Layout detail:
Region (19, 19) to (44, 44) µm. Cells in grey, sequential cells in the stronger grey; small squares are vias.
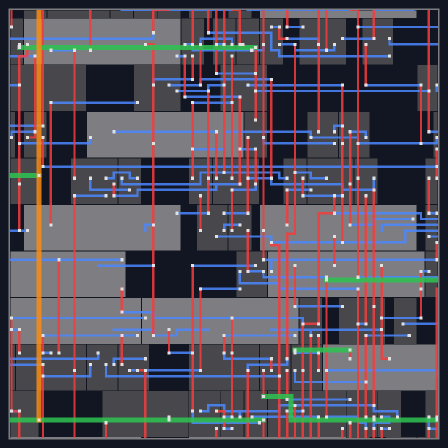
Sequential cells grouped by signal name:
(6 px per µm) Other sequential cells in the stronger grey, the rest of the logic in the fainter grey.
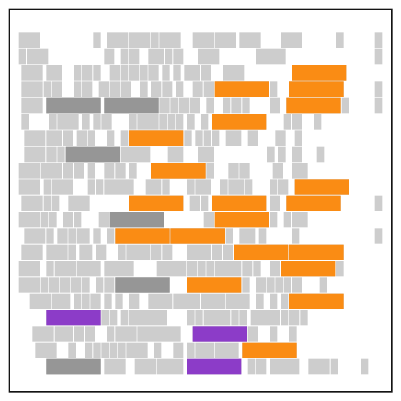
Drive-strength map:
(8 px per µm)
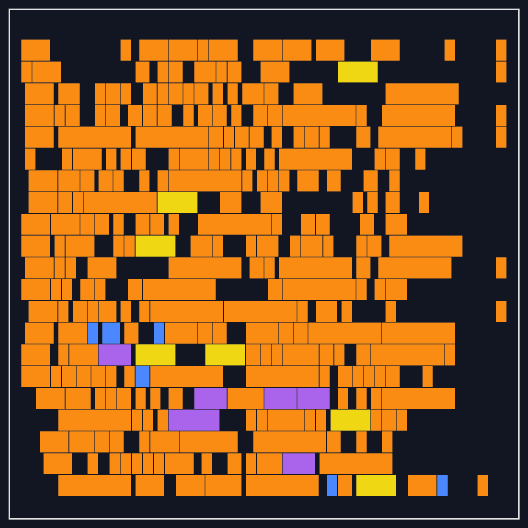
Met2 routing:
(6 px per µm)
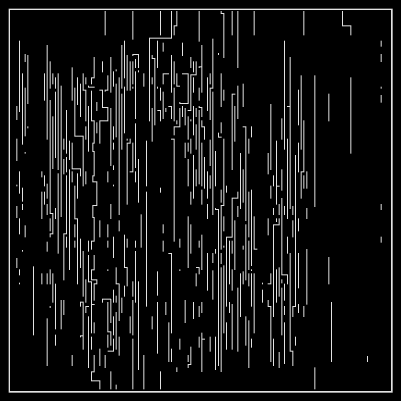
`src/rtl/status_register.sv`:
```
// status_register: CPU status word {I,C,V,Z,N} with masked ALU flag latching,
// branch condition evaluation and an interrupt shadow stack.
//   clk, reset              : rising-edge clock, async active-high reset
//   flags_we, byte_mode,
//   flag_mask, alu_flags,
//   alu_flags8              : masked flag update from 16- or 8-bit ALU result
//   sr_we, bus_in           : direct load of {I,C,V,Z,N} from bus_in[4:0]
//   ie_set, ie_clr          : interrupt enable control
//   push, pop               : interrupt entry / return through the shadow stack
//   cond, cond_true         : branch condition code and its result
//   old_carry, sr_out       : stored carry and status word
//   stack_empty/full/err    : shadow stack state, err is sticky until reset
module status_register #(
    parameter int DEPTH = 4
) (
    input  logic        clk,
    input  logic        reset,
    input  logic        flags_we,
    input  logic        byte_mode,
    input  logic [3:0]  flag_mask,
    input  logic [3:0]  alu_flags,
    input  logic [3:0]  alu_flags8,
    input  logic        sr_we,
    input  logic [15:0] bus_in,
    input  logic        ie_set,
    input  logic        ie_clr,
    input  logic        push,
    input  logic        pop,
    input  logic [3:0]  cond,
    output logic        cond_true,
    output logic        old_carry,
    output logic [15:0] sr_out,
    output logic        stack_empty,
    output logic        stack_full,
    output logic        stack_err
);
    localparam int SPW = $clog2(DEPTH);

    logic [3:0]     r_flags;
    logic           r_ie;
    logic [SPW:0]   r_sp;
    logic [4:0]     r_stack [DEPTH];
    logic           r_err;
    logic           w_c, w_v, w_z, w_n, w_lt;
    logic [3:0]     w_src;
    logic [SPW-1:0] w_top;
    logic [15:0]    w_cond_vec;
    logic           w_unused;

    assign {w_c, w_v, w_z, w_n} = r_flags;
    assign w_lt        = w_n ^ w_v;
    assign w_src       = byte_mode ? alu_flags8 : alu_flags;
    assign w_top       = r_sp[SPW-1:0] - SPW'(1);
    assign stack_empty = r_sp == '0;
    assign stack_full  = r_sp == (SPW+1)'(DEPTH);
    assign stack_err   = r_err;
    assign old_carry   = w_c;
    assign sr_out      = {11'b0, r_ie, r_flags};
    assign w_unused    = ^bus_in[15:5];

    // One entry per condition code, code 0 at the LSB.
    assign w_cond_vec = {1'b0, ~w_c & ~w_z, w_c | w_z, ~w_z & ~w_lt, w_z | w_lt,
                         ~w_lt, w_lt, ~w_v, w_v, ~w_n, w_n, ~w_c, w_c, ~w_z, w_z, 1'b1};
    assign cond_true  = w_cond_vec[cond];

    always_ff @(posedge clk or posedge reset) begin
        if (reset) begin
            r_flags <= '0;
            r_ie    <= 1'b0;
            r_sp    <= '0;
            r_err   <= 1'b0;
            for (int k = 0; k < DEPTH; k++) r_stack[k] <= '0;
        end else if (push && pop) begin
            r_err <= 1'b1;
        end else if (pop) begin
            if (stack_empty) begin
                r_err <= 1'b1;
            end else begin
                r_sp            <= r_sp - 1'b1;
                {r_ie, r_flags} <= r_stack[w_top];
            end
        end else if (push) begin
            r_ie <= 1'b0;
            if (stack_full) begin
                r_err <= 1'b1;
            end else begin
                r_stack[r_sp[SPW-1:0]] <= {r_ie, r_flags};
                r_sp                   <= r_sp + 1'b1;
            end
        end else if (sr_we) begin
            {r_ie, r_flags} <= bus_in[4:0];
        end else begin
            if (flags_we) r_flags <= (flag_mask & w_src) | (~flag_mask & r_flags);
            if (ie_set ^ ie_clr) r_ie <= ie_set;
        end
    end
endmodule

```
`config.mk`:
```
export PLATFORM = sky130hd
export DESIGN_NAME = status_register
export DESIGN_NICKNAME = d
export VERILOG_FILES = /design/src/rtl/status_register.sv
export SDC_FILE = /design/constraint.sdc
export NUM_CORES = 1
export LEC_CHECK = 0
export ABC_AREA = 1
export CAP_MARGIN = 20
export CORE_UTILIZATION = 50
export DETAILED_ROUTE_END_ITERATION = 10
export PLACE_DENSITY = 0.86
export SETUP_SLACK_MARGIN = 0.02
export SLEW_MARGIN = 20
export SYNTH_ARGS = -nofsm -noshare
export SYNTH_HDL_FRONTEND = slang
export SYNTH_SLANG_ARGS = --single-unit
```
`constraint.sdc`:
```
create_clock -name clk -period 4.8 [get_ports clk]
set_input_delay 0.48 -clock clk [delete_from_list [all_inputs] [get_ports clk]]
set_output_delay 0.48 -clock clk [all_outputs]
set_load 0.03 [all_outputs]
```
==> notes.md <==
yosys + openroad results -> gpl congestion=approximately 0.85, Min-Delay Path Class=reg -> reg, FP Util=between 50% and 60%, hold path endpoint=stack_err, RSZ-0062 raised after global routing=false, status=finished clean, final hold vios=0, post-route setup TNS=0 ns, Crit Reg-Reg Endpoint=r_stack[18], worst setup path end=cond_true, top cells, area=dfrtp_1 (38%), nand2_1 (13%), o21ai_0 (7.1%), measured slew at the worst slew-check pin=about 0.60 ns, # IOs=62, Synthesized registers=29, gr ovfl total=0, PwrDens=568 nW/µm², Ant. Diodes=0, Global Route Usage Sum=between 20 and 25%, Mapped Area=between 1500 and 2000 µm², Post-CTS Setup Inserts=0, row count=21, dominant logic cell types in the final layout=nand2_1 (68), clkdlybuf4s50_1 (39), dfrtp_1 (29), register area share after synthesis=38.4%, DRC=0, Final min period=2.79 ns, CP required=between 4 and 5 ns, clock sink count=29, Final Skew=roughly 0.0039 ns, Setup crit start=cond[0], Leak=around 1.1 nW, Worst Setup Start Kind=primary input, drt via density=5.06, initial antenna violation count=0, Setup-failing EPs final=0, Data arrival, critical path=~2.3 ns
-- 'layout detail' (at the start) --
- M3: green
- M1: blue
- M2: red
- M4: orange
- most frequent: nand2_1 (17), dfrtp_1 (9)
- cells with their middle in the window: 52
- netlist names of flops here include: `r_stack` (8)
- sequential cells in the window: 9

-- 'sequential cells grouped by signal name' (at the start) --
- `r_stack`: orange (sequential cells 20)
- `r_sp`: purple (sequential cells 3)
- not coloured: 6

-- 'drive-strength map' (at the start) --
- x3 and x4: purple (cells 6; share 2.0%; most used nor2_4)
- x1 and smaller: orange (cells 276; share 94%; most used nand2_1)
- x6 and larger: yellow (cells 7; share 2.4%; most used clkbuf_8)
- x2: blue (cells 6; share 2.0%; most used inv_2)
Signal buffers: 39
worst setup margin: 2.01 ns

-- 'met2 routing' (at the start) --
- share of all routed wire: 48%
- nets with wire on the layer: 255
- wire length on this layer: 1930 µm
routed vias: 1725
met2 usage: 37.5%

kinds of logic after synthesis:
group / share of synthesized area, %
other cells: 0.198
xor+xnor: 1.39
mux: 1.19
flops: 38.4
buf+inv: 12.4
fa+ha+maj: 3.70
simple gates: 26.9
compound gates: 15.9
power breakdown:
part           switching (mW)  internal, mW  total (mW)
clock                  0.0917         0.129       0.221
sequential              0.103         0.359       0.461
combinational           0.401         0.261       0.662
per-layer routing:
layer	wire length (µm)	share of wire, %
met3	201	5.0
met2	1930	48
met1	1800	45
met5	0	0
met4	59	1.5
cell type report:
| cell class | count | area, µm² | area share [%] |
|---|---|---|---|
| multi-input combinational | 187 | 970 | 41.0 |
| sequential | 29 | 726 | 30.7 |
| timing repair buffer | 39 | 390 | 16.5 |
| inverter | 32 | 120 | 5.08 |
| clock buffer | 7 | 96.3 | 4.07 |
| tap | 46 | 57.6 | 2.43 |
| clock inverter | 1 | 5.00 | 0.212 |
worst max-delay path: stages:
cell and delay (ns):
clkdlybuf4s50_1 0.55, inv_1 0.15, a21oi_1 0.15, o21ai_0 0.09
nand3_1 0.09, nand3b_1 0.07, nand2_1 0.07, clkdlybuf4s50_1 0.66
stage by stage:
stage / total power [mW] / util (%) / std cells / instance area (µm²) / hold WS (ns)
5_1_grt: 1.46 / 68.2 / 341 / 2360 / 0.494
4_1_cts: 1.35 / 68.2 / 341 / 2360 / 0.475
3_3_place_gp: 1.10 / 65.3 / 333 / 2260 / 0.455
3_5_place_dp: 1.12 / 65.3 / 333 / 2260 / 0.459
2_1_floorplan: 0.930 / - / 265 / 1930 / 0.452
6_report: 1.34 / 68.2 / 341 / 2360 / 0.468
Power figures rest on the tool's default switching activity, not on a simulated workload.
